<file path="config.mk">
export PLATFORM = sky130hd
export DESIGN_NAME = relay_mode_ctrl_flat
export DESIGN_NICKNAME = d
export VERILOG_FILES = /design/src/rtl/relay_mode_ctrl_pkg.sv /design/src/rtl/relay_mode_ctrl_if.sv /design/src/rtl/relay_sat_counter.sv /design/src/rtl/relay_mode_ctrl.sv /design/src/flat_wrapper.sv
export SDC_FILE = /design/constraint.sdc
export NUM_CORES = 1
export LEC_CHECK = 0
export ABC_AREA = 1
export CAP_MARGIN = 10
export CORE_UTILIZATION = 54
export DETAILED_ROUTE_END_ITERATION = 8
export GPL_ROUTABILITY_DRIVEN = 0
export PLACE_DENSITY = 0.79
export RECOVER_POWER = 25
export SLEW_MARGIN = 5
export SYNTH_ARGS = -nofsm -noshare
export SYNTH_HDL_FRONTEND = slang
export SYNTH_HIERARCHICAL = 1
export SYNTH_SLANG_ARGS = --single-unit
</file>
<file path="constraint.sdc">
create_clock -name ck_1356meg -period 2.42 [get_ports ck_1356meg]
set_clock_uncertainty 0.1 [all_clocks]
set_input_delay 0.363 -clock ck_1356meg [delete_from_list [all_inputs] [get_ports ck_1356meg]]
set_output_delay 0.363 -clock ck_1356meg [all_outputs]
set_load 0.1 [all_outputs]
</file>
<file path="src/rtl/relay_mode_ctrl_pkg.sv">
// ============================================================================
// Module  : relay_mode_ctrl_pkg
// Brief   : Shared codes and FSM states for the relay mode controller.
// Revision: 1.0 - initial release
// ============================================================================
`default_nettype none

package relay_mode_ctrl_pkg;

    localparam logic [2:0] c_MOD_MASTER  = 3'b000;
    localparam logic [2:0] c_MOD_SLAVE   = 3'b001;
    localparam logic [2:0] c_MOD_DELAY   = 3'b010;

    localparam logic [1:0] c_REQ_LISTEN  = 2'b00;
    localparam logic [1:0] c_REQ_MEASURE = 2'b01;
    localparam logic [1:0] c_REQ_MASTER  = 2'b10;

    typedef enum logic [1:0] {
        ST_IDLE    = 2'd0,
        ST_ARMED   = 2'd1,
        ST_MEASURE = 2'd2,
        ST_REPORT  = 2'd3
    } state_t;

    // Reserved request 2'b11 behaves like listen.
    function automatic logic [2:0] idle_mod_type(input logic [1:0] req);
        return (req == c_REQ_MASTER) ? c_MOD_MASTER : c_MOD_SLAVE;
    endfunction

endpackage

`default_nettype wire

</file>
<file path="src/rtl/relay_mode_ctrl_if.sv">
// ============================================================================
// Module  : relay_mode_ctrl_if
// Brief   : ARM/relay-facing signal bundle of the relay mode controller.
// Revision: 1.0 - initial release
// ============================================================================
`default_nettype none

interface relay_mode_ctrl_if #(
    parameter int CNT_W = 24
) ();
    logic [1:0]       mode_req;
    logic             start;
    logic             abort;
    logic             tx_start;
    logic             rx_done;
    logic [2:0]       mod_type;
    logic             busy;
    logic             done;
    logic             timed_out;
    logic [CNT_W-1:0] rtt_cycles;

    modport master (
        output mode_req, start, abort, tx_start, rx_done,
        input  mod_type, busy, done, timed_out, rtt_cycles
    );

    modport slave (
        input  mode_req, start, abort, tx_start, rx_done,
        output mod_type, busy, done, timed_out, rtt_cycles
    );
endinterface

`default_nettype wire

</file>
<file path="src/rtl/relay_sat_counter.sv">
// ============================================================================
// Module  : relay_sat_counter
// Brief   : Saturating up/down counter with clear, load and terminal flag.
// Revision: 1.0 - initial release
// ============================================================================
`default_nettype none

module relay_sat_counter #(
    parameter int WIDTH = 24,
    parameter bit DOWN  = 1'b0
) (
    input  wire logic             clk,
    input  wire logic             rst_n,
    input  wire logic             i_clr,
    input  wire logic             i_load,
    input  wire logic [WIDTH-1:0] i_load_val,
    input  wire logic             i_en,
    input  wire logic [WIDTH-1:0] i_term_val,
    output logic      [WIDTH-1:0] o_count,
    output logic                  o_tc
);
    logic [WIDTH-1:0] r_count;
    logic [WIDTH-1:0] w_step;
    logic             w_at_limit;

    generate
        if (DOWN) begin : g_down
            assign w_at_limit = (r_count == '0);
            assign w_step     = r_count - WIDTH'(1);
        end else begin : g_up
            assign w_at_limit = &r_count;
            assign w_step     = r_count + WIDTH'(1);
        end
    endgenerate

    always_ff @(posedge clk) begin
        if (!rst_n || i_clr) begin
            r_count <= '0;
        end else if (i_load) begin
            r_count <= i_load_val;
        end else if (i_en && !w_at_limit) begin
            r_count <= w_step;
        end
    end

    assign o_count = r_count;
    assign o_tc    = (r_count == i_term_val);

endmodule

`default_nettype wire

</file>
<file path="src/rtl/relay_mode_ctrl.sv">
// ============================================================================
// Module  : relay_mode_ctrl
// Brief   : Sequences relay mod_type through one round-trip measurement.
// Revision: 1.0 - initial release
// ============================================================================
`default_nettype none

module relay_mode_ctrl #(
    parameter int               CNT_W          = 24,
    parameter logic [CNT_W-1:0] TIMEOUT_CYCLES = 24'd8_000_000,
    parameter int unsigned      REPORT_CYCLES  = 1_048_576
) (
    input  wire logic         ck_1356meg,
    input  wire logic         rst_n,
    relay_mode_ctrl_if.slave  bus
);
    import relay_mode_ctrl_pkg::*;

    localparam int               c_RPT_W        = $clog2(REPORT_CYCLES + 1);
    localparam logic [CNT_W-1:0] c_TIMEOUT_LAST = TIMEOUT_CYCLES - CNT_W'(1);
    localparam logic [CNT_W-1:0] c_CNT_ONE      = CNT_W'(1);
    localparam logic [c_RPT_W-1:0] c_RPT_LOAD   = c_RPT_W'(REPORT_CYCLES);
    localparam logic [c_RPT_W-1:0] c_RPT_LAST   = c_RPT_W'(1);

    state_t           r_state, w_state_nxt;
    logic [2:0]       r_mod_type, w_mod_type_nxt;
    logic             r_busy;
    logic             r_done, w_done_nxt;
    logic             r_timed_out, w_timed_out_nxt;
    logic [CNT_W-1:0] r_rtt, w_rtt_nxt;

    logic             w_rtt_clr, w_rtt_load, w_rtt_en, w_rtt_tc;
    logic [CNT_W-1:0] w_rtt_count;
    logic             w_rpt_load, w_rpt_en, w_rpt_tc;
    logic [c_RPT_W-1:0] w_unused_rpt_count;

    relay_sat_counter #(.WIDTH(CNT_W), .DOWN(1'b0)) u_rtt_cnt (
        .clk        (ck_1356meg),
        .rst_n      (rst_n),
        .i_clr      (w_rtt_clr),
        .i_load     (w_rtt_load),
        .i_load_val (c_CNT_ONE),
        .i_en       (w_rtt_en),
        .i_term_val (c_TIMEOUT_LAST),
        .o_count    (w_rtt_count),
        .o_tc       (w_rtt_tc)
    );

    relay_sat_counter #(.WIDTH(c_RPT_W), .DOWN(1'b1)) u_rpt_cnt (
        .clk        (ck_1356meg),
        .rst_n      (rst_n),
        .i_clr      (1'b0),
        .i_load     (w_rpt_load),
        .i_load_val (c_RPT_LOAD),
        .i_en       (w_rpt_en),
        .i_term_val (c_RPT_LAST),
        .o_count    (w_unused_rpt_count),
        .o_tc       (w_rpt_tc)
    );

    always_ff @(posedge ck_1356meg) begin
        if (!rst_n) begin
            r_state     <= ST_IDLE;
            r_mod_type  <= c_MOD_SLAVE;
            r_busy      <= 1'b0;
            r_done      <= 1'b0;
            r_timed_out <= 1'b0;
            r_rtt       <= '0;
        end else begin
            r_state     <= w_state_nxt;
            r_mod_type  <= w_mod_type_nxt;
            r_busy      <= (w_state_nxt != ST_IDLE);
            r_done      <= w_done_nxt;
            r_timed_out <= w_timed_out_nxt;
            r_rtt       <= w_rtt_nxt;
        end
    end

    always_comb begin
        w_state_nxt     = r_state;
        w_done_nxt      = 1'b0;
        w_timed_out_nxt = r_timed_out;
        w_rtt_nxt       = r_rtt;
        w_rtt_clr       = 1'b0;
        w_rtt_load      = 1'b0;
        w_rtt_en        = 1'b0;
        w_rpt_load      = 1'b0;
        w_rpt_en        = 1'b0;

        // Abort is tested first in every busy state so it beats any other event.
        case (r_state)
            ST_IDLE: begin
                if (bus.start && bus.mode_req == c_REQ_MEASURE) begin
                    w_state_nxt     = ST_ARMED;
                    w_timed_out_nxt = 1'b0;
                    w_rtt_clr       = 1'b1;
                end
            end
            ST_ARMED: begin
                if (bus.abort) begin
                    w_state_nxt = ST_IDLE;
                end else if (bus.tx_start) begin
                    w_state_nxt = ST_MEASURE;
                    w_rtt_load  = 1'b1;
                end
            end
            ST_MEASURE: begin
                w_rtt_en = 1'b1;
                if (bus.abort) begin
                    w_state_nxt = ST_IDLE;
                end else if (bus.rx_done) begin
                    w_state_nxt = ST_REPORT;
                    w_rtt_nxt   = w_rtt_count;
                    w_rpt_load  = 1'b1;
                end else if (w_rtt_tc) begin
                    w_state_nxt     = ST_REPORT;
                    w_timed_out_nxt = 1'b1;
                    w_rtt_nxt       = '1;
                    w_rpt_load      = 1'b1;
                end
            end
            ST_REPORT: begin
                w_rpt_en = 1'b1;
                if (bus.abort) begin
                    w_state_nxt = ST_IDLE;
                end else if (w_rpt_tc) begin
                    w_state_nxt = ST_IDLE;
                    w_done_nxt  = 1'b1;
                end
            end
            default: w_state_nxt = ST_IDLE;
        endcase

        case (w_state_nxt)
            ST_ARMED, ST_MEASURE: w_mod_type_nxt = c_MOD_MASTER;
            ST_REPORT:            w_mod_type_nxt = c_MOD_DELAY;
            default:              w_mod_type_nxt = idle_mod_type(bus.mode_req);
        endcase
    end

    assign bus.mod_type   = r_mod_type;
    assign bus.busy       = r_busy;
    assign bus.done       = r_done;
    assign bus.timed_out  = r_timed_out;
    assign bus.rtt_cycles = r_rtt;

endmodule

`default_nettype wire

</file>
<file path="src/flat_wrapper.sv">
// flat-port wrapper written by rule: the top's interface ports become plain ports
module relay_mode_ctrl_flat import relay_mode_ctrl_pkg::*;
#(
    parameter int               CNT_W          = 24,
    parameter logic [CNT_W-1:0] TIMEOUT_CYCLES = 24'd8_000_000,
    parameter int unsigned      REPORT_CYCLES  = 1_048_576
)
  (ck_1356meg, rst_n, bus_mode_req, bus_start, bus_abort, bus_tx_start, bus_rx_done, bus_mod_type, bus_busy, bus_done, bus_timed_out, bus_rtt_cycles);
  relay_mode_ctrl_if #(.CNT_W(CNT_W)) bus_i ();
  input  wire logic ck_1356meg;
  input  wire logic rst_n;
  input wire logic [$bits(bus_i.mode_req)-1:0] bus_mode_req;
  input wire logic [$bits(bus_i.start)-1:0] bus_start;
  input wire logic [$bits(bus_i.abort)-1:0] bus_abort;
  input wire logic [$bits(bus_i.tx_start)-1:0] bus_tx_start;
  input wire logic [$bits(bus_i.rx_done)-1:0] bus_rx_done;
  output wire logic [$bits(bus_i.mod_type)-1:0] bus_mod_type;
  output wire logic [$bits(bus_i.busy)-1:0] bus_busy;
  output wire logic [$bits(bus_i.done)-1:0] bus_done;
  output wire logic [$bits(bus_i.timed_out)-1:0] bus_timed_out;
  output wire logic [$bits(bus_i.rtt_cycles)-1:0] bus_rtt_cycles;
  assign bus_i.mode_req = bus_mode_req;
  assign bus_i.start = bus_start;
  assign bus_i.abort = bus_abort;
  assign bus_i.tx_start = bus_tx_start;
  assign bus_i.rx_done = bus_rx_done;
  assign bus_mod_type = bus_i.mod_type;
  assign bus_busy = bus_i.busy;
  assign bus_done = bus_i.done;
  assign bus_timed_out = bus_i.timed_out;
  assign bus_rtt_cycles = bus_i.rtt_cycles;
  relay_mode_ctrl #(.CNT_W(CNT_W), .TIMEOUT_CYCLES(TIMEOUT_CYCLES), .REPORT_CYCLES(REPORT_CYCLES)) u_core (.ck_1356meg(ck_1356meg), .rst_n(rst_n), .bus(bus_i));
endmodule
</file>
Metal 1:
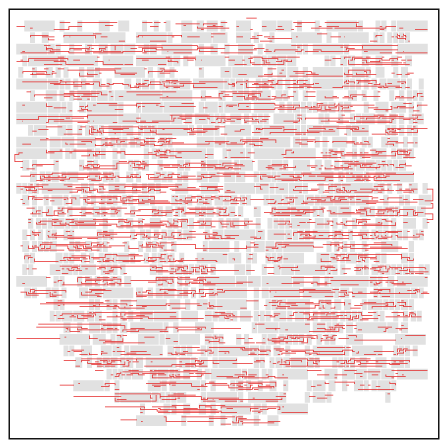
main direction = horizontal
share of all routed wire = 42%
longest straight run = 27.6 um
wire length on this layer = 5800 um
nets with wire on the layer = 941

M2 wires:
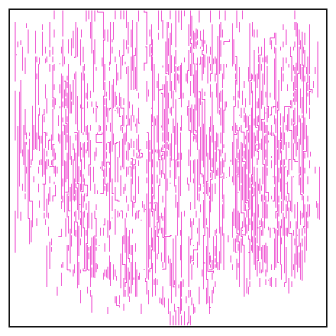
share of all routed wire = 50%
wire length on this layer = 6830 um

Signal wires on met3:
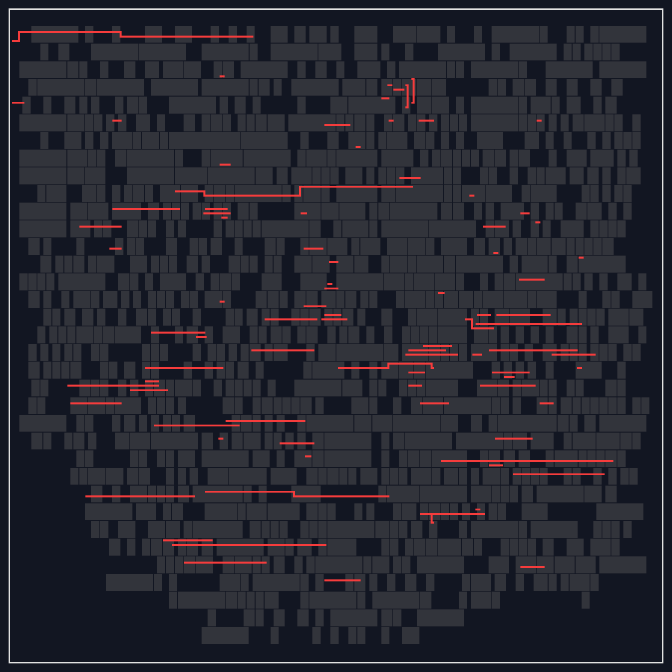
wire length on this layer = 518 um
main direction = horizontal
longest straight run = 26.2 um
share of all routed wire = 3.8%
nets with wire on the layer = 58

==> qor.log <==
INFO  clocking       postCtsResizedCells=1
INFO  synthesis      topCellsByArea=dfxtp_1 29%, nand2_1 18%, nor2_1 9.6%
INFO  critical_path  setup.worst_path.start_class=register
INFO  flow_run       cap_violations=0
INFO  critical_path  cp_num_cells=14
INFO  route          route.layer.met1.wl=5.80mm
INFO  sta            timing.fmax=0.432GHz
INFO  pwr            power.switching=692uW
INFO  critical_path  cpMaxStageDelayCell=dfxtp_2
INFO  worst_hold_path worst_hold_path.endpoint=u_core/bus.rtt_cycles[5]$_SDFFE_PN0P_
INFO  route          viasPerCell=4.85
INFO  synthesis      ys_sh_aoi=10.6%
INFO  sta            timing.slew.headroom=20.2%
INFO  status         run_status=finished clean
INFO  critical_path  cp.arrival=2500ps
INFO  global_route   grt_start_max_net_pins=46
INFO  layout         final_design_area_no_fill=6520um^2
INFO  clocking       htree_levels=3
INFO  worst_hold_path hold_depth=2
INFO  clocking       cts_tree=yes
INFO  pwr            switching_share=27.6%
INFO  flow_run       stage_log_warnings=28
INFO  clocking       cts-hold-fix-buffers=0
INFO  sta            worst_pin_slew=1200ps
INFO  route          drc_violations_left=0
INFO  worst_hold_path timing.hold.worst.class=reg2reg
INFO  synthesis      postSynth.topFlopCell=dfxtp_1
INFO  floorplan      core_footprint=9280um^2
INFO  sta            final_slew_violations=0
cell usage after synthesis, types with 2 or more instances:
master / number
nor2_8: 2
ha_1: 3
nor4_1: 5
clkinv_2: 2
o21ai_0: 21
xor2_1: 20
nor2_4: 4
nor3_1: 6
or2_2: 6
inv_1: 79
dfxtp_1: 76
o22ai_1: 2
a21oi_1: 45
nand3_1: 64
nand2_1: 245
clkbuf_1: 14
buf_8: 2
inv_2: 5
o21a_1: 2
nand2_2: 7
o21bai_1: 4
buf_6: 7
o21ai_1: 24
xnor2_1: 23
a21boi_0: 3
conb_1: 2
nor2_2: 9
nor2_1: 133
nand4_1: 10
buf_2: 4
nand2_4: 4
nand3_4: 2
layout by cell type, fill, tap and decap left out, types with 2 or more instances in the layout:
cell type        Yosys  final
clkdlybuf4s50_1      0      7
nand2_1            245    242
buf_4                1     46
nand2_4              4      4
or2_2                6      5
nand3_4              2      2
xnor2_1             23     22
nor2_8               2      2
o21ai_1             24     28
o21bai_1             4      4
nor2_1             133    131
inv_6                0      3
clkbuf_8             0      9
nand2_2              7      9
buf_6                7      7
inv_2                5      6
nand4_1             10     10
clkbuf_1            14     23
nor3_1               6      6
nor4_1               5      3
clkinv_2             2      2
ha_1                 3      3
nor4_2               0      2
inv_1               79     77
nor2_2               9      9
conb_1               2    100
a21oi_1             45     44
o21ai_0             21     17
a21boi_0             3      3
o21a_1               2      2
o22ai_1              2      2
xor2_1              20     20
nor2_4               4      6
dfxtp_1             76     74
dfxtp_2              0      2
nand3_1             64     55
buf_12               1      2
nand3_2              1     10
worst min-delay path, cell delays in order, from the launching register on:
cell,delay (ps)
dfxtp_1,330
o21ai_1,70
nor2_1,70
kinds of logic after synthesis:
group           Yosys count
compound gates          104
simple gates            499
xor+xnor                 43
other cells               2
flops                    76
buf+inv                 116
fa+ha+maj                 3
flip-flops by register name, indices dropped and copies added (netlist names):
name / count
u_core/bus.busy: 1
u_core/bus.done: 1
u_core/bus.mod_type: 2
u_core/bus.rtt_cycles: 24
u_core/bus.timed_out: 1
u_core/r_state: 2
u_core/u_rpt_cnt/o_count: 21
u_core/u_rtt_cnt/o_count: 24
layout make-up:
cell class / instances / area [um^2]
Clock buffer: 9 / 124
Sequential cell: 76 / 1520
Inverter: 87 / 334
Multi-Input combinational cell: 749 / 3630
Clock inverter: 7 / 81.3
Fill cell: 885 / 2760
Timing Repair Buffer: 87 / 661
Tap cell: 129 / 161
power groups by stage:
stage | logic, uW | registers, uW | clock network (uW)
after global routing | 236 | 1260 | 1120
after CTS | 204 | 1260 | 1060
after detailed placement | 203 | 1290 | 0
after floorplan | 131 | 1310 | 0
final | 210 | 1260 | 1040
after global placement | 202 | 1290 | 0
through the flow:
step / std cells / hold WS [ps] / total power [uW] / setup TNS [ps]
2_1_floorplan: 941 / 349 / 1440 / 0
3_3_place_gp: 1122 / 381 / 1490 / 0
3_5_place_dp: 1122 / 390 / 1490 / 0
4_1_cts: 1142 / 412 / 2530 / 0
5_1_grt: 1144 / 436 / 2620 / -82.8
6_report: 1144 / 407 / 2510 / 0
Power figures rest on the tool's default switching activity, not on a simulated workload.
